`src/rtl/spi_pkg.sv`:
```
// Shared types for the SPI serial-clock engine: FSM states and SPI mode encodings.
package spi_pkg;

  typedef enum logic {
    IDLE = 1'b0,
    RUN  = 1'b1
  } state_t;

  // Mode encoding is {cpol, cpha}
  localparam logic [1:0] MODE0 = 2'b00;
  localparam logic [1:0] MODE1 = 2'b01;
  localparam logic [1:0] MODE2 = 2'b10;
  localparam logic [1:0] MODE3 = 2'b11;

endpackage

```
`src/rtl/spi_div_tick.sv`:
```
// Half-period counter: emits a registered one-cycle pulse every `half` enabled cycles.
module spi_div_tick #(
  parameter int unsigned DIV_W = 8
) (
  input  logic             clk,
  input  logic             rst,
  input  logic             en,
  input  logic [DIV_W-1:0] half,
  output logic             tick
);

  logic [DIV_W-1:0] cnt;

  // Count restarts from zero whenever disabled, so every burst begins phase-aligned
  always_ff @(posedge clk) begin
    if (rst || !en) begin
      cnt  <= '0;
      tick <= 1'b0;
    end else if (cnt == DIV_W'(half - DIV_W'(1))) begin
      cnt  <= '0;
      tick <= 1'b1;
    end else begin
      cnt  <= DIV_W'(cnt + DIV_W'(1));
      tick <= 1'b0;
    end
  end

endmodule

```
`src/rtl/spi_sclk_gen.sv`:
```
// SPI master serial-clock engine: gated SCLK burst of nbits bits in any CPOL/CPHA mode,
// with sample/shift strobes aligned to the cycle each new SCLK level first appears.
module spi_sclk_gen #(
  parameter int unsigned DIV_W = 8,
  parameter int unsigned CNT_W = 6
) (
  input  logic             clk,
  input  logic             rst,
  input  logic             start,
  input  logic [DIV_W-1:0] half_div,
  input  logic [CNT_W-1:0] nbits,
  input  logic             cpol,
  input  logic             cpha,
  input  logic             abort,
  output logic             sclk,
  output logic             sample_stb,
  output logic             shift_stb,
  output logic             busy,
  output logic             done
);
  import spi_pkg::*;

  localparam int unsigned EDGE_W = CNT_W + 1;

  state_t             state;
  logic [DIV_W-1:0]   half_q;
  logic [CNT_W-1:0]   nbits_q;
  logic [CNT_W-1:0]   bit_cnt;
  logic [EDGE_W-1:0]  edge_cnt;
  logic               cpol_q;
  logic               cpha_q;
  logic               tick;

  logic               accept_c;
  logic               leading_c;
  logic               last_c;
  logic               div_en_c;
  logic [DIV_W-1:0]   half_sel_c;

  assign accept_c  = (state == IDLE) && start && (nbits != '0);
  assign leading_c = ~edge_cnt[0];
  assign last_c    = ~leading_c && (bit_cnt == CNT_W'(nbits_q - CNT_W'(1)));

  // Divider starts counting on the accept edge so the first toggle lands exactly half cycles later;
  // it is cleared on the final edge so a back-to-back burst restarts at phase zero.
  assign div_en_c   = accept_c || ((state == RUN) && !abort && !(tick && last_c));
  assign half_sel_c = (state == IDLE) ? ((half_div == '0) ? DIV_W'(1) : half_div) : half_q;

  spi_div_tick #(
    .DIV_W(DIV_W)
  ) u_div (
    .clk  (clk),
    .rst  (rst),
    .en   (div_en_c),
    .half (half_sel_c),
    .tick (tick)
  );

  always_ff @(posedge clk) begin
    if (rst) begin
      state      <= IDLE;
      half_q     <= '0;
      nbits_q    <= '0;
      cpol_q     <= 1'b0;
      cpha_q     <= 1'b0;
      bit_cnt    <= '0;
      edge_cnt   <= '0;
      sclk       <= 1'b0;
      sample_stb <= 1'b0;
      shift_stb  <= 1'b0;
      busy       <= 1'b0;
      done       <= 1'b0;
    end else begin
      sample_stb <= 1'b0;
      shift_stb  <= 1'b0;
      done       <= 1'b0;
      case (state)
        IDLE: begin
          sclk <= cpol_q;
          if (accept_c) begin
            state    <= RUN;
            half_q   <= half_sel_c;
            nbits_q  <= nbits;
            cpol_q   <= cpol;
            cpha_q   <= cpha;
            sclk     <= cpol;
            bit_cnt  <= '0;
            edge_cnt <= '0;
            busy     <= 1'b1;
          end
        end
        RUN: begin
          if (abort) begin
            state <= IDLE;
            sclk  <= cpol_q;
            busy  <= 1'b0;
          end else if (tick) begin
            edge_cnt <= EDGE_W'(edge_cnt + EDGE_W'(1));
            sclk     <= ~sclk;
            if (leading_c) begin
              sample_stb <= ~cpha_q;
              shift_stb  <= cpha_q;
            end else begin
              bit_cnt    <= CNT_W'(bit_cnt + CNT_W'(1));
              sample_stb <= cpha_q;
              shift_stb  <= ~cpha_q && ~last_c;
              if (last_c) begin
                state <= IDLE;
                sclk  <= cpol_q;
                busy  <= 1'b0;
                done  <= 1'b1;
              end
            end
          end
        end
        default: state <= IDLE;
      endcase
    end
  end

endmodule
```
`config.mk`:
```
export PLATFORM = sky130hd
export DESIGN_NAME = spi_sclk_gen
export DESIGN_NICKNAME = d
export VERILOG_FILES = /design/src/rtl/spi_pkg.sv /design/src/rtl/spi_div_tick.sv /design/src/rtl/spi_sclk_gen.sv
export SDC_FILE = /design/constraint.sdc
export NUM_CORES = 1
export LEC_CHECK = 0
export ABC_CLOCK_PERIOD_IN_PS = 5670
export CORE_MARGIN = 8
export CORE_UTILIZATION = 34
export CTS_CLUSTER_DIAMETER = 50
export DETAILED_ROUTE_END_ITERATION = 8
export GPL_TIMING_DRIVEN = 1
export PLACE_DENSITY = 0.58
export REMOVE_ABC_BUFFERS = 1
export SYNTH_ARGS = -nofsm -noshare
export SYNTH_HDL_FRONTEND = slang
export SYNTH_SLANG_ARGS = --single-unit
```
`constraint.sdc`:
```
create_clock -name clk -period 5.67 [get_ports clk]
set_clock_uncertainty 0.15 [all_clocks]
set_input_delay 1.134 -clock clk [delete_from_list [all_inputs] [get_ports clk]]
set_output_delay 1.134 -clock clk [all_outputs]
set_load 0.02 [all_outputs]
```
### Signal wires by layer, run 1

Two of the layers only.
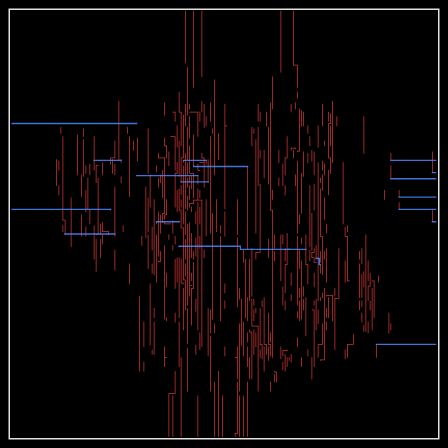
- blue: met3 (wire length 190 µm)
- red: met2 (wire length 2320 µm)

### Clock nets, run 1

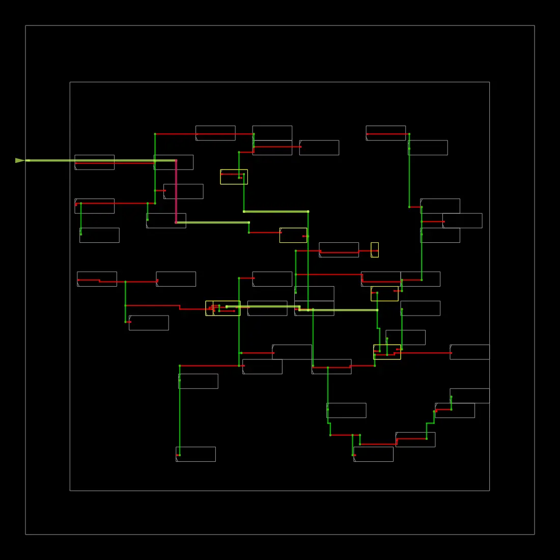
number of buffers created by CTS: 5
clock group total power: 0.000175 W
Flops: 38

### Cell density map, run 1

The bar under the picture is 20 µm long. 9 x 9 tiles, from dark purple (low) to yellow (high), 0 to 100% covered.
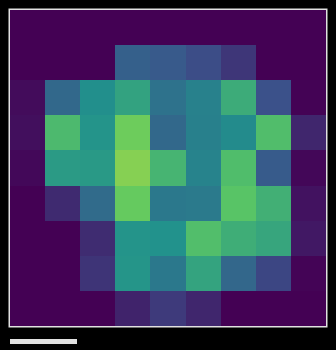
- nearly empty tiles: 35%
- densest ninth of the die: centre
- tiles over 75% full: 3.7%
- fullest tile: 81%
- mean over tiles: 26%
Core Region: 5960 µm²
fp_density: 35.5%

[run 1: cell usage after synthesis (all sizes together) (6+ instances only)]
cell type | count | area, µm²
dfxtp | 38 | 761
nand2 | 33 | 124
nor2 | 26 | 97.6
xor2 | 15 | 139
a21oi | 14 | 70.1
xnor2 | 13 | 114
nand3 | 9 | 45.0
nor3 | 8 | 45.0
a211oi | 7 | 65.1
mux2i | 7 | 82.6
nor2b | 7 | 43.8
nor3b | 7 | 62.6
clkbuf | 6 | 22.5
[run 1: power by group through the flow]
stage                     logic [W]  registers, W  clock network (W)
after floorplan           0.0000661      0.000296                  0
after global placement     0.000103      0.000298                  0
after detailed placement   0.000104      0.000298                  0
after CTS                  0.000104      0.000292           0.000184
after global routing       0.000115      0.000294           0.000193
final                      0.000103      0.000292           0.000175
[run 1: layout by cell type (no fill, tap or decap), types with 4 or more instances in the layout]
cell type / instances
sky130_fd_sc_hd__nor3b_1: 5
sky130_fd_sc_hd__clkbuf_8: 5
sky130_fd_sc_hd__xnor2_1: 13
sky130_fd_sc_hd__ha_1: 4
sky130_fd_sc_hd__dfxtp_1: 38
sky130_fd_sc_hd__inv_1: 5
sky130_fd_sc_hd__clkdlybuf4s50_1: 24
sky130_fd_sc_hd__nor3_1: 7
sky130_fd_sc_hd__nor2b_1: 7
sky130_fd_sc_hd__a31oi_1: 4
sky130_fd_sc_hd__a21oi_1: 14
sky130_fd_sc_hd__nor2_1: 26
sky130_fd_sc_hd__mux2i_1: 6
sky130_fd_sc_hd__nand3_1: 9
sky130_fd_sc_hd__a211oi_1: 6
sky130_fd_sc_hd__xor2_1: 14
sky130_fd_sc_hd__nand2_1: 33
==> run notes, run 1 <==
Results of an implementation run.

In the log, the iteration count for the first detailed-route pass is 6. Per the layout area report, the sequential fraction of cell area is 30.8%. TritonCTS reports the number of clock sinks as 38.

The number of primary I/O pins is 25. The synthesis run identifies the leading combinational cell family as simple AND/OR/NAND/NOR gates. The time the final worst path needs with I/O delays and setup is 3.71 ns. The detailed router reports a met2 wire length of 2.32 mm. Per the OpenROAD floorplan log, the height of the die is 94.9 µm. In the synthesis report, Yosys lists the chip area as 2110 µm². For this design the ratio of total power to cell area is 231 nW/µm². The overall track demand over capacity in global routing is 10.9%. In this run, the synthesized area fraction spent on and/or/nand/nor cells is recorded as 27.0%.

Data on the critical path is required at its endpoint by 5.75 ns. The main flop type after synthesis is sky130_fd_sc_hd__dfxtp_1. The post-synthesis sequential area ratio is 36.0%.

The final core utilization is 41.4%. In the global route stage, met3 resource usage came out at 3.17%. Per the post-synthesis stats, the area per cell is 8.63 µm². Looking at the clock tree report, the root buffer type is sky130_fd_sc_hd__clkbuf_8.

Across all stage logs, warnings added up to 25. After Yosys synthesis, AND-OR and OR-AND compound gates account for 13.8% of the synthesized area. The capture point of the critical path is u_div.tick.

The final worst setup slack is 1.96 ns. The maximum frequency from static timing analysis is 269 MHz. Once layout is done, the placed cells without fillers occupy 2470 µm². Setup repair after global routing left no endpoint under its margin. The count of distinct cell types in the synthesized netlist is 48. The registers of the reported paths see a clock transition of 0.07 ns. The post-synthesis cell area is 2110 µm². The number of buffers on the longest clock path is 2. Sequential cells account for 51.2% of the total power. After technology mapping, the gate count stands at 245. The count of antenna diodes in the layout is 0. The number of cells in the design after placement is 336. Summed over all failing endpoints, the final setup total negative slack is 0 ns. The script logs the mean routed wire length per placed instance as 13.4 µm. The fraction of registers with async set or reset after synthesis is 0%. The routed layout reports a DRC error count of 0.

After layout, the design draws a total of 0.000570 W. The clock network is responsible for 30.8% of the overall power. The total area of multi-input combinational cells is 1260 µm². The placement report lists the number of port buffers as 24. Routing resource usage on met2 recorded by global route was 18.5%.

In this run the core area contains 28 standard-cell rows. The HPWL after detailed placement is 3.38 mm. The flow ran to the end, and the final reports show no timing, DRC or antenna violations.

By instance count, the cell type seen most on the critical path is sky130_fd_sc_hd__xnor2_1. The worst setup slack for register-to-register paths is 2.47 ns. The synthesis-to-finish area growth is 16.7%. Entering global routing, the biggest net connects 26 pins. The portion of the clock cycle consumed by the worst path in the final layout is 65.5%. The post-place setup slack is 1.61 ns. Gates resized during post-CTS repair numbered 0. Looking at the setup timing report, the critical path kind is in2reg. The fraction of the mapped netlist area in adder cells is 2.37%. In this run the VDD rail shows a maximum IR drop of 0.114 mV. Per the log, the first TritonRoute iteration ended with a DRC count of 53. The count of nets after finishing is 292. The non-clock buffer share of cell area is 10.3%. In the final layout, excluding clock inverters the inverter count is 5. The number of setup buffers added after CTS is 0. The area-dominant cell class after layout is combinational gates.

The switching fraction of total power is 27.5%. The detail route stage leaves a number of antenna-violating nets equal to 0. The launch point of the critical path is half_div[2].

The number of global-route vias before repair is 1659. In the final layout, the registers with the most flip-flops are half_q: 8 flops, u_div.cnt: 8 flops. In the final layout, excluding clock buffers the buffer count is 26. Together, buffers and inverters on the worst path number 2. The highest metal layer used by the detailed router is met4.

192 cells are multi-input combinational gates. The die covers 9000 µm². The skew report gives the latency at the later pin of the worst-skew pair as 0.29 ns. The number of standard cells reported by yosys is 245. The startpoint of the most critical register-to-register path is state. The number of synthesized register bits is 38.

The largest delay contributor family on the critical path is simple AND/OR/NAND/NOR gates. The total overflow left after global routing is 0. The number of antenna violations at the first check in global routing came to 0. The kind of end point of the critical path is a flop. The number of logic stages on the critical path including buffering is 10. The combinational power share is 18.0%. For the worst min-delay path, the startpoint reported by OpenROAD is half_q[0]. The wire length of the first global-routing pass is 7.80 mm. In the global route stage, met1 resource usage came out at 13.0%. The script logs the ratio of routed vias to standard cells as 5.11. Per the layout area report, the combinational fraction of cell area is 51.2%. TritonCTS built the clock tree. The register cell area after layout is 761 µm². The end point of the worst hold path is half_q[0].

For this floorplan the total number of well-tap instances is 75. The cell with the largest stage delay on the worst path is sky130_fd_sc_hd__clkdlybuf4s50_1. The number of cells on the worst hold path is 2.

The detailed route wirelength on metal3 is 189 µm. The number of warnings printed during yosys synthesis is 0. Listed in order, past its start point the critical path passes clkdlybuf4s50_1 -> nor4_1 -> a21o_1 -> inv_1 -> ha_1 -> xnor2_1 -> xnor2_1 -> nand4_1 -> a211oi_4 -> and2_1. The number of vias in the routed layout is 1752.

The count of filler cells inserted in the layout is 617. For this block, wires on met1 add up to 2.08 mm. The switching power is 0.000157 W. Per the final timing report, the hold violations number 0.

The internal power is 0.000413 W. The clock network takes up 3.09% of total cell area after layout. The worst setup path is launched from a primary input.

The measured slew at the worst slew-check pin is 1.01 ns. The final report lists a non-filler cell total of 343. Routability-driven placement finished with a final weighted congestion of 0.804. The number of clock buffers in the layout is 7. In this run the critical register-to-register path is captured at u_div.tick. The fraction of final layout cells sized beyond drive strength 1 is 6.72%. In this run, post-CTS hold repair placed 0 buffers. In this run the most used layer during global routing was met2. STA shows the worst reg2reg path with a cell count of 9. Across all checked pins, the minimum headroom to the slew limit is 32.9%. Looking at the clock tree report, the H-tree level count equals 2. In this run the worst path has a maximum fanout of 9. Counting flops with a built-in enable in the synthesized netlist gives 0. The max-cap check violation count is 0. The total length of routed wires is 4.60 mm. The tightest hold path in the finished design has a slack of 0.312 ns. According to the timing report, the arrival time at the worst endpoint equals 3.79 ns.

The final report lists the setup-violating endpoint count as 0. The class of the most critical hold timing path is reg2reg. After Yosys synthesis, XOR and XNOR cells account for 12.0% of the synthesized area. The width of the chip is 94.9 µm. The peak per-stage delay on the critical path is 0.54 ns. The total leakage power is 0.929 nW.
### Register map, names as in the netlist, run 1

The bar under the picture is 20 µm long. Other sequential cells in the stronger grey, the rest of the logic in the fainter grey.
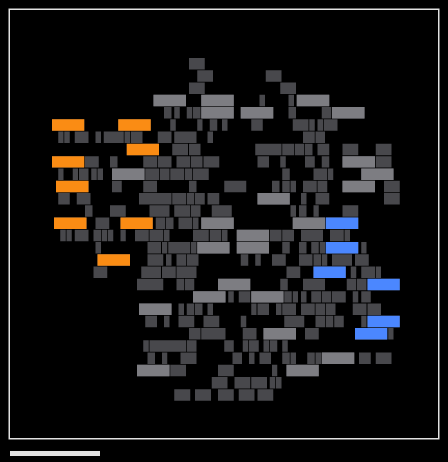

## Run 2: what changed since run 1
--- a/config.mk
+++ b/config.mk
@@ -5,7 +5,7 @@
 export SDC_FILE = /design/constraint.sdc
 export NUM_CORES = 1
 export LEC_CHECK = 0
-export ABC_CLOCK_PERIOD_IN_PS = 5670
+export ABC_CLOCK_PERIOD_IN_PS = 3500
 export CORE_MARGIN = 8
 export CORE_UTILIZATION = 34
 export CTS_CLUSTER_DIAMETER = 50
==> constraint.sdc (replaced) <==
create_clock -name clk -period 3.5 [get_ports clk]
set_clock_uncertainty 0.15 [all_clocks]
set_input_delay 0.7 -clock clk [delete_from_list [all_inputs] [get_ports clk]]
set_output_delay 0.7 -clock clk [all_outputs]
set_load 0.02 [all_outputs]
### Register map, names as in the netlist, run 2

The bar under the picture is 20 µm long. Other sequential cells in the stronger grey, the rest of the logic in the fainter grey.
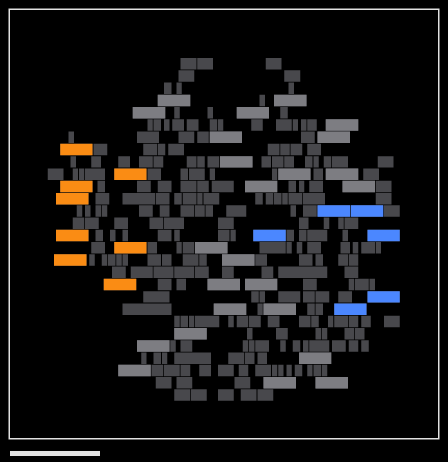
- blue: bit_cnt (placed flops 6; where middle right)
- orange: u_div.cnt (placed flops 8; where middle left)
- not coloured: 24
register fraction of the total cell area: 29.6%
flip-flop and latch power: 0.000468 W
Core Util, Final: 43.1%
Storage cell area: 761 µm²

### Clock nets, run 2

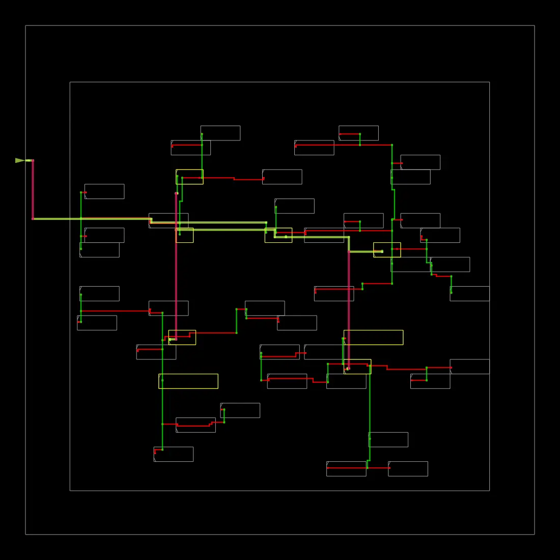
latest clock arrival within the worst-skew pair: 0.30 ns
clock group total power: 0.000458 W
clk_buf instances: 5

==> run 2 against run 1 <==
Global-route usage grew 0.36 points. Count of clock-buffer cells in the layout shrank 2. Routed wire length is 2.1% higher. Non-clock buffer count increased by 5. Sequential power grew about 60%. Register-to-register slack lost 1.7 ns. Final area rose by 4.0%. Synthesized area unchanged. Clock power rose to 2.6 times the previous value. Die area stayed put. Combinational power is 72% higher. Critical path type unchanged. Critical endpoint unchanged. Largest power group unchanged.
==> run notes, run 2 <==
Results of an implementation run.

The max-slew violation total from the final report is 0. The area share of the leading cell type in the synthesized netlist is 36.0% (unchanged). The final worst setup slack is 0.264 ns (-1.69 ns). STA lists the startpoint of the worst hold path as half_q[0]. The fraction of the mapped netlist area in simple logic gates was 27.0% (unchanged).

The post-synthesis sequential area ratio came to 36.0% (unchanged). According to the hold report, the worst path is of the reg2reg type. Of the combinational cells, the family taking the most area is simple AND/OR/NAND/NOR gates. The chip area came to 9000 µm² (unchanged). The final design area excluding fillers came to 2570 µm² (+4.0%).

According to the timing report, the critical path is launched from half_div[3]. The number of vias per cell came to 5.09 (-0.43%). The total tool warning count is 25 (unchanged).

Broken down by cell family, the worst path's largest delay share belongs to simple AND/OR/NAND/NOR gates. The run finished with clean final reports. Setup repair after global routing left no endpoint under its margin.

The count of port buffers added during placement is 24 (unchanged). The number of buffers and inverters on the critical path is 2 (unchanged). The HPWL after detailed placement is 3.59 mm (+6.1%). The worst-case headroom to the max-slew limit was 64.4% (+32 points). The startpoint of the most critical register-to-register path is state. The count of flip-flops with a built-in enable after synthesis is 0 (unchanged). The max-cap check violation count is 0 (unchanged). The post-synthesis cell area came to 2110 µm² (unchanged).

The time the final worst path needs with I/O delays and setup is 3.24 ns. The area reported by Yosys stat came to 2110 µm² (unchanged). The CTS root buffer is sky130_fd_sc_hd__clkbuf_8. The kind of end point of the critical path is a flop. The count of antenna diodes in the layout is 0 (unchanged).

The worst setup path is launched from a primary input. The fraction of the mapped netlist area in adder cells is 2.37% (unchanged). The number of buffers created by CTS is 5 (unchanged). Of the available clock period, the critical path in the final layout requires 92.4%. The number of primary I/O pins is 25 (unchanged). The overall track demand over capacity in global routing came to 11.2% (+0.36 points).

The wire length of the first global-routing pass came to 8.05 mm (+3.2%). The count of filler cells inserted in the layout is 605 (-1.9%). The portion of synthesized area spent on multiplexers is 4.62%. The number of standard cells reported by yosys is 245 (unchanged). The number of clock sinks came to 38 (unchanged). The total grt overflow is 0 (unchanged). The post-route worst hold slack was 0.309 ns (-0.00294 ns). The number of warnings printed during yosys synthesis was 0 (unchanged). The maximum fanout along the worst path came to 9 (unchanged). The post-route setup TNS came to 0 ns (unchanged).

The report lists the cells along the critical path as clkdlybuf4s50_1 -> nor4_1 -> a21o_1 -> inv_1 -> ha_1 -> xnor2_1 -> xnor2_1 -> nand4_1 -> a211oi_4 -> and2_1. The compound-cell area share of the yosys netlist is 13.8% (unchanged). The number of rows created at floorplan is 28 (unchanged). The cell that appears most often on the critical path is sky130_fd_sc_hd__xnor2_1.

The number of endpoints failing setup at the final stage came to 0 (unchanged). The number of cells in the design after placement came to 341 (+1.5%). The post-layout instance count excluding filler cells was 349 (+1.7%). The commonest register cell is sky130_fd_sc_hd__dfxtp_1. The post-place setup slack is -0.0628 ns (-1.67 ns). The number of buffers on the longest clock path came to 2 (unchanged). The critical path data required time came to 3.59 ns (-2.16 ns). The count of mapped cells out of synthesis is 245 (unchanged).

The detailed-route wire length per cell is 13.5 µm (+0.33%). The synthesized area per cell was 8.63 µm² (unchanged). Between the synthesized netlist and the finished layout, the area growth was recorded as 21.4%. The synthesized design spends more area on one cell type than any other, namely sky130_fd_sc_hd__dfxtp_1. Timing would allow up to 309 MHz.

The fraction of final layout cells sized beyond drive strength 1 is 9.49% (+2.8 points). The core outline area is 5960 µm² (unchanged). The sum of internal, switching and leakage power is 0.00110 W (+94%).

The number of global-route vias before repair was 1724 (+3.9%). The violation tally from detailed-route iteration zero is 52 (-1.9%). The first-pass iteration count of the detailed router was 5 (-1).

The die span in y is 94.9 µm (unchanged). The commonest cells after synthesis are 38 x sky130_fd_sc_hd__dfxtp_1, 33 x sky130_fd_sc_hd__nand2_1, 26 x sky130_fd_sc_hd__nor2_1, 14 x sky130_fd_sc_hd__a21oi_1, 14 x sky130_fd_sc_hd__xor2_1. The fraction of registers with async set or reset after synthesis is 0% (unchanged). The total leakage power is 0.983 nW (+5.8%). The measured slew at the worst slew-check pin is 0.531 ns (-0.474 ns). For this run the top cell type by instance count after synthesis was sky130_fd_sc_hd__dfxtp_1. The width of the chip is 94.9 µm (unchanged).

The power per cell area is 430 nW/µm² (+86%). The TritonCTS clock tree is built. The number of resized instances in the post-cts repair step was 0 (unchanged). The post-synthesis xor/xnor area fraction is 12.0% (unchanged). The timing report shows that the slowest cell on the worst path is sky130_fd_sc_hd__clkdlybuf4s50_1.

The maximum number of pins on one net before global-route repair was 25 (-3.8%). The total number of H-tree levels is 2 (unchanged). The share of the core filled by cells before placement is 35.5% (unchanged). The peak per-stage delay on the critical path is 0.49 ns (-0.05 ns). The total length of routed wires came to 4.70 mm (+2.1%). The clock-pin slew of the registers on the worst-case setup and hold paths is 0.08 ns (about the same). The hold buffer count at CTS is 0 (unchanged). The dominant logic cell type in the layout is sky130_fd_sc_hd__dfxtp_1. Ranked by total cell area, the synthesized netlist is headed by sky130_fd_sc_hd__dfxtp_1 36%, sky130_fd_sc_hd__nand2_1 5.9%, sky130_fd_sc_hd__xor2_1 5.8%. The number of vias in the routed layout is 1775 (+1.3%).

The number of antenna violations at the first check in global routing is 0 (unchanged). The count of nets after finishing came to 297 (+1.7%). The arrival time at the worst endpoint is 3.33 ns (-0.46 ns).

The count of distinct cell types in the synthesized netlist is 48 (unchanged). The number of synthesized register bits is 38 (unchanged). The weighted congestion reported at the end of routability-driven placement is 0.835 (+3.9%). The peak supply drop was 0.193 mV (+69%). The critical path is of the in2reg type. The final tally of hold violations was 0 (unchanged). The registers reported with the highest flop counts are half_q: 8 flops, u_div.cnt: 8 flops.

The DRC violation count after routing was 0 (unchanged). The number of setup buffers added after CTS is 0 (unchanged). In the layout the commonest cells are 38 x sky130_fd_sc_hd__dfxtp_1, 33 x sky130_fd_sc_hd__nand2_1, 26 x sky130_fd_sc_hd__nor2_1. The total area of multi-input combinational cells is 1260 µm² (unchanged).

The number of antenna-violating nets in the routed design came to 0 (unchanged).
## run 2: layout make-up
cell class,instances,area share (%)
inverters,5,0.731
multi-input cells,192,49.2
clock buffers,5,2.68
well taps,75,3.66
repair buffers,31,11.4
clock inverters,3,2.68
flip-flops and latches,38,29.6
## run 2: per-layer routing
| layer | vias to the layer above | wire length, µm | part of all wire (%) | GRT usage, % |
|---|---|---|---|---|
| li1 | 908 | - | - | - |
| met1 | 831 | 2190 | 47 | 13.7 |
| met2 | 27 | 2230 | 47 | 18.2 |
| met3 | 9 | 190 | 4.0 | 3.02 |
| met4 | 0 | 95 | 2.0 | 4.68 |
| met5 | - | 0 | 0 | 0 |
## run 2: worst register-to-register path, cell delays in order (launching register included)
cell                       delay (ns)
sky130_fd_sc_hd__dfxtp_1         0.54
sky130_fd_sc_hd__mux2_4          0.34
sky130_fd_sc_hd__a21o_1          0.20
sky130_fd_sc_hd__inv_1           0.09
sky130_fd_sc_hd__ha_1            0.20
sky130_fd_sc_hd__o221ai_1        0.15
sky130_fd_sc_hd__xnor2_1         0.18
sky130_fd_sc_hd__nand4_1         0.16
sky130_fd_sc_hd__a211oi_4        0.43
sky130_fd_sc_hd__and2_1          0.20
## run 2: final timing paths
kind / end / slack [ns] / cells after the start
setup / recovery: u_div.tick / 0.26 / 10
hold / removal: half_q[0] / 0.31 / 2
setup reg to reg: u_div.tick / 0.82 / 9
hold reg to reg: half_q[0] / 0.31 / 2
## run 2: power by group
group          internal, W  switching [W]  total [W]
Combinational    0.0000864      0.0000910   0.000177
Sequential        0.000450      0.0000181   0.000468
Clock             0.000286       0.000172   0.000458
## run 2: kinds of logic (layout without fill, tap and decap cells)
kind of cell,count (synthesis),in the layout
simple gates,111,111
compound gates,41,41
flops,38,38
xor+xnor,28,28
buf+inv,15,44
mux,8,8
fa+ha+maj,4,4
### Cell density map, run 2

The bar under the picture is 20 µm long. 9 x 9 tiles, from dark purple (low) to yellow (high), 0 to 100% covered.
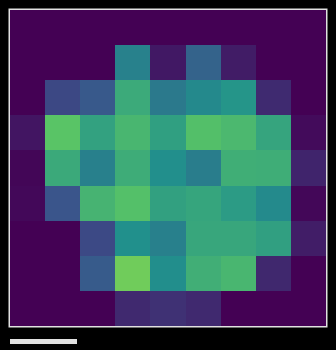

## Run 3: what changed since run 2
--- a/config.mk
+++ b/config.mk
@@ -15,4 +15,5 @@
 export REMOVE_ABC_BUFFERS = 1
 export SYNTH_ARGS = -nofsm -noshare
 export SYNTH_HDL_FRONTEND = slang
+export SYNTH_HIERARCHICAL = 1
 export SYNTH_SLANG_ARGS = --single-unit
### Cell density map, run 3

The bar under the picture is 20 µm long. 10 x 10 tiles, from dark purple (low) to yellow (high), 0 to 100% covered.
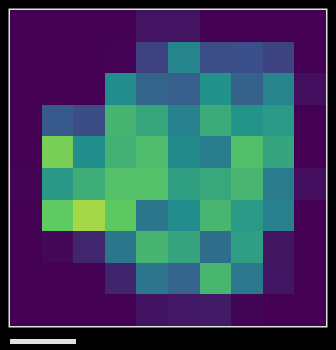
- tiles over 75% full: 3.0%
- emptiest ninth of the die: upper left
- fullest tile: 86%
- mean over tiles: 27%

### Register map, names as in the netlist, run 3

The bar under the picture is 20 µm long. Other sequential cells in the stronger grey, the rest of the logic in the fainter grey.
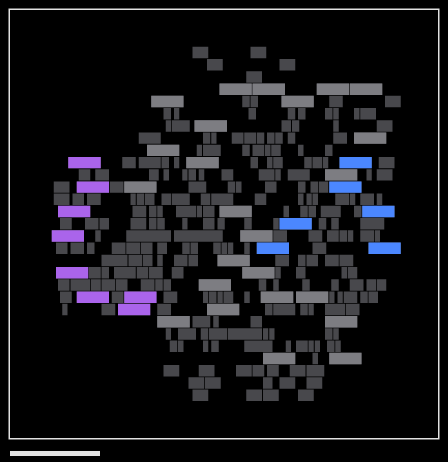
- blue: bit_cnt (placed flops 6; where middle right)
- purple: u_div/cnt (placed flops 8; where middle left)
- not coloured: 24

==> run 3 against run 2 <==
Global-route usage is 0.29 points higher. Combinational power up 2%. Cell count up 1.7%. First-iteration DRC count grew 46%. Largest cell class unchanged.
==> run notes, run 3 <==
Results of an implementation run.

The total tool warning count came to 25 (unchanged). The wire length of the first global-routing pass is 8.25 mm (+2.6%). The share of the core filled by cells before placement is 34.3% (-1.2 points). The number of buffers on the longest clock path is 2 (unchanged). The maximum number of pins on one net before global-route repair is 21 (-16%). The total length of routed wires was 4.84 mm (+3.1%). The portion of the clock cycle consumed by the worst path in the final layout came to 85.3% (-7.1 points). The number of primary I/O pins came to 25 (unchanged).

The max-cap check violation count is 0 (unchanged). The area reported by Yosys stat is 2130 µm² (+0.65%). The number of logic stages on the critical path including buffering is 11 (+1). The post-synthesis cell area is 2130 µm² (+0.65%). The fraction of the mapped netlist area in adder cells is 2.35% (-0.015 points).

The run finished with clean final reports. The post-layout instance count excluding filler cells is 355 (+1.7%). The final design area excluding fillers came to 2550 µm² (-0.49%). In this run the critical path is formed by clkdlybuf4s50_1 -> nor4_1 -> a211oi_1 -> a21oi_1 -> inv_1 -> ha_1 -> xnor2_1 -> and4b_1 -> a41oi_1 -> nand2_1 -> and3b_1. The cell sitting at the root of the clock tree is a sky130_fd_sc_hd__clkbuf_8. In the layout the commonest cells are 38 x sky130_fd_sc_hd__dfxtp_1, 34 x sky130_fd_sc_hd__nand2_1, 25 x sky130_fd_sc_hd__a21oi_1. The hold buffer count at CTS is 0 (unchanged). The count of antenna diodes in the layout came to 0 (unchanged).

The max-slew violation total from the final report came to 0 (unchanged). The total grt overflow is 0 (unchanged). The number of buffers created by CTS is 5 (unchanged).

The number of antenna violations at the first check in global routing came to 0 (unchanged). The top cell type in the final layout, fill and taps aside, is sky130_fd_sc_hd__dfxtp_1. The number of antenna-violating nets in the routed design is 0 (unchanged). The number of standard cells reported by yosys was 253 (+3.3%). The count of port buffers added during placement was 24 (unchanged). The worst-case headroom to the max-slew limit is 53.0% (-11 points). The peak supply drop is 0.214 mV (+11%). The number of global-route vias before repair is 1759 (+2.0%). The number of cells in the design after placement came to 348 (+2.1%).

Looking at the gate-level netlist, the highest instance count belongs to sky130_fd_sc_hd__dfxtp_1. The post-synthesis xor/xnor area fraction is 11.5% (-0.49 points). The launch point of the critical path is half_div[4]. The worst reg2reg path endpoint is u_div/tick. The number of clock sinks was 38 (unchanged).

The library cell occupying the most area in the post-synthesis netlist is sky130_fd_sc_hd__dfxtp_1. The detailed-route wire length per cell is 13.6 µm (+1.3%). The HPWL after detailed placement is 3.61 mm (+0.72%). The core outline area is 6200 µm² (+4.2%). OpenSTA lists the critical path endpoint as u_div/tick. The number of endpoints failing setup at the final stage is 0 (unchanged). The post-synthesis mux area share came to 3.70% (-0.91 points). The critical path data required time came to 3.54 ns (-0.05 ns). The overall track demand over capacity in global routing came to 11.5% (+0.29 points). The final tally of hold violations was 0 (unchanged). The violation tally from detailed-route iteration zero is 76 (+46%). The count of mapped cells out of synthesis is 253 (+3.3%). The time the final worst path needs with I/O delays and setup was 2.99 ns (-0.249 ns). The largest delay contributor family on the critical path is simple AND/OR/NAND/NOR gates. The worst-case reg-to-reg path depth is 8 (-1). STA classifies the critical path endpoint as a flop.

The post-route setup TNS is 0 ns (unchanged). The number of cells on the worst hold path is 2 (unchanged). The die span in y is 95.1 µm (+0.27%).

The total leakage power came to 0.900 nW (-8.5%). The number of vias per cell is 5.14 (+0.97%). The maximum fanout along the worst path is 9 (unchanged). The startpoint of the most critical register-to-register path is state. The compound-cell area share of the yosys netlist is 18.8% (+5.0 points). The placed standard-cell area is 2440 µm². The maximum frequency from static timing analysis is 335 MHz (+8.3%). In the post-synthesis netlist, the biggest area contributors are sky130_fd_sc_hd__dfxtp_1 36%, sky130_fd_sc_hd__nand2_1 6.0%, sky130_fd_sc_hd__a21oi_1 5.9%. The final core utilization is 41.2% (-1.9 points). The worst setup slack for register-to-register paths was 0.76 ns (-0.06 ns). The fraction of final layout cells sized beyond drive strength 1 is 10.4% (+0.94 points). The first-pass iteration count of the detailed router is 4 (-1). The fraction of the mapped netlist area in simple logic gates is 23.7% (-3.3 points). In the final layout, the registers with the most flip-flops are half_q: 8 flops, u_div/cnt: 8 flops. The synthesized area per cell is 8.41 µm² (-2.5%). The peak per-stage delay on the critical path was 0.45 ns (-0.04 ns). The width of the chip came to 95.1 µm (+0.27%). The area share of the leading cell type in the synthesized netlist is 35.7% (-0.23 points). The worst setup path category is in2reg.

The count of distinct cell types in the synthesized netlist came to 43 (-10%). The main logic family after synthesis is simple AND/OR/NAND/NOR gates. Checking hold timing, the worst path is listed with class reg2reg. The fraction of registers with async set or reset after synthesis came to 0% (unchanged). The cell with the largest stage delay on the worst path is sky130_fd_sc_hd__clkdlybuf4s50_1. The weighted congestion reported at the end of routability-driven placement came to 0.752 (-10%). The number of resized instances in the post-cts repair step is 0 (unchanged). The area growth from synthesis to layout is 20.0%. The DRC violation count after routing is 0 (unchanged). The power per cell area came to 403 nW/µm² (-6.2%).

The number of buffers and inverters on the critical path was 2 (unchanged). The number of vias in the routed layout is 1823 (+2.7%). The main flop type after synthesis is sky130_fd_sc_hd__dfxtp_1. The sum of internal, switching and leakage power is 0.00103 W (-6.7%). The number of rows created at floorplan is 29 (+3.6%). The number of synthesized register bits is 38 (unchanged). The chip area is 9050 µm² (+0.55%).

The count of flip-flops with a built-in enable after synthesis came to 0 (unchanged). The clock network latency to the later pin of the worst-skew pair is 0.30 ns (about the same). Counting instances in the post-synthesis netlist gives the leading cell types as 38 x sky130_fd_sc_hd__dfxtp_1, 34 x sky130_fd_sc_hd__nand2_1, 25 x sky130_fd_sc_hd__a21oi_1, 16 x sky130_fd_sc_hd__nor2_1, 14 x sky130_fd_sc_hd__xnor2_1. The total number of H-tree levels was 2 (unchanged). The arrival time at the worst endpoint is 3.03 ns (-0.30 ns). The measured slew at the worst slew-check pin is 0.704 ns (+0.173 ns). The TritonCTS clock tree is built. The number of warnings printed during yosys synthesis is 6 (+6). The count of nets after finishing is 302 (+1.7%). The number of setup buffers added after CTS came to 0 (unchanged). The worst setup path is launched from a primary input.

The clock-pin slew of the registers on the worst-case setup and hold paths was 0.07 ns (about the same). The post-synthesis sequential area ratio came to 35.7% (-0.23 points). Setup repair after global routing left no endpoint under its margin.
-- run 3: netlist changes by cell type after synthesis, sizes merged, moves of 4 or more --
cell and delta:
nor3 +4, nor3b -5, buf +4, mux2 +6, o21ai +5, mux2i -7, a21oi +11, nor2 -10
-- run 3: metrics by stage --
step	setup slack (ns)	hold WS [ns]
finish	0.513	0.304
global route	0.282	0.322
CTS	0.502	0.307
detailed placement	0.195	0.297
global placement	0.221	0.288
floorplan	0.581	0.277
-- run 3: layer usage --
layer	track usage (%)	vias up	part of all wire [%]
li1	-	938	-
met1	13.6	865	47
met4	4.55	0	0.99
met2	19.5	15	49
met3	2.83	5	2.9
met5	0	-	0
-- run 3: worst min path at each step --
| stage | startpoint | to | slack [ns] |
|---|---|---|---|
| 6_report | half_q[7] | half_q[7] | 0.30 |
| 3_3_place_gp | half_q[2] | half_q[2] | 0.29 |
| 5_1_grt | half_q[5] | half_q[5] | 0.32 |
| 3_5_place_dp | half_q[5] | half_q[5] | 0.30 |
| 2_1_floorplan | half_q[1] | half_q[1] | 0.28 |
| 4_1_cts | half_q[5] | half_q[5] | 0.31 |
-- run 3: report_power, final --
group	internal [W]	switching [W]
Clock	0.000228	0.000156
Sequential	0.000448	0.0000161
Combinational	0.0000844	0.0000964
-- run 3: cell type report --
cell class                      count  area, µm²
Fill cell                         636       3650
Multi-Input combinational cell    196       1280
Sequential cell                    38        761
Timing Repair Buffer               29        278
Tap cell                           77       96.3
Clock buffer                        6       82.6
Clock inverter                      1       30.0
Inverter                            8       30.0
-- run 3: logic make-up after synthesis --
kind of cell | after synthesis
xor gates and xnor gates | 27
and+or+nand+nor | 101
AOI/OAI and AO/OA | 57
adders and majority gates | 4
muxes | 7
DFF | 38
buffers and inverters | 19
Power figures rest on the tool's default switching activity, not on a simulated workload.
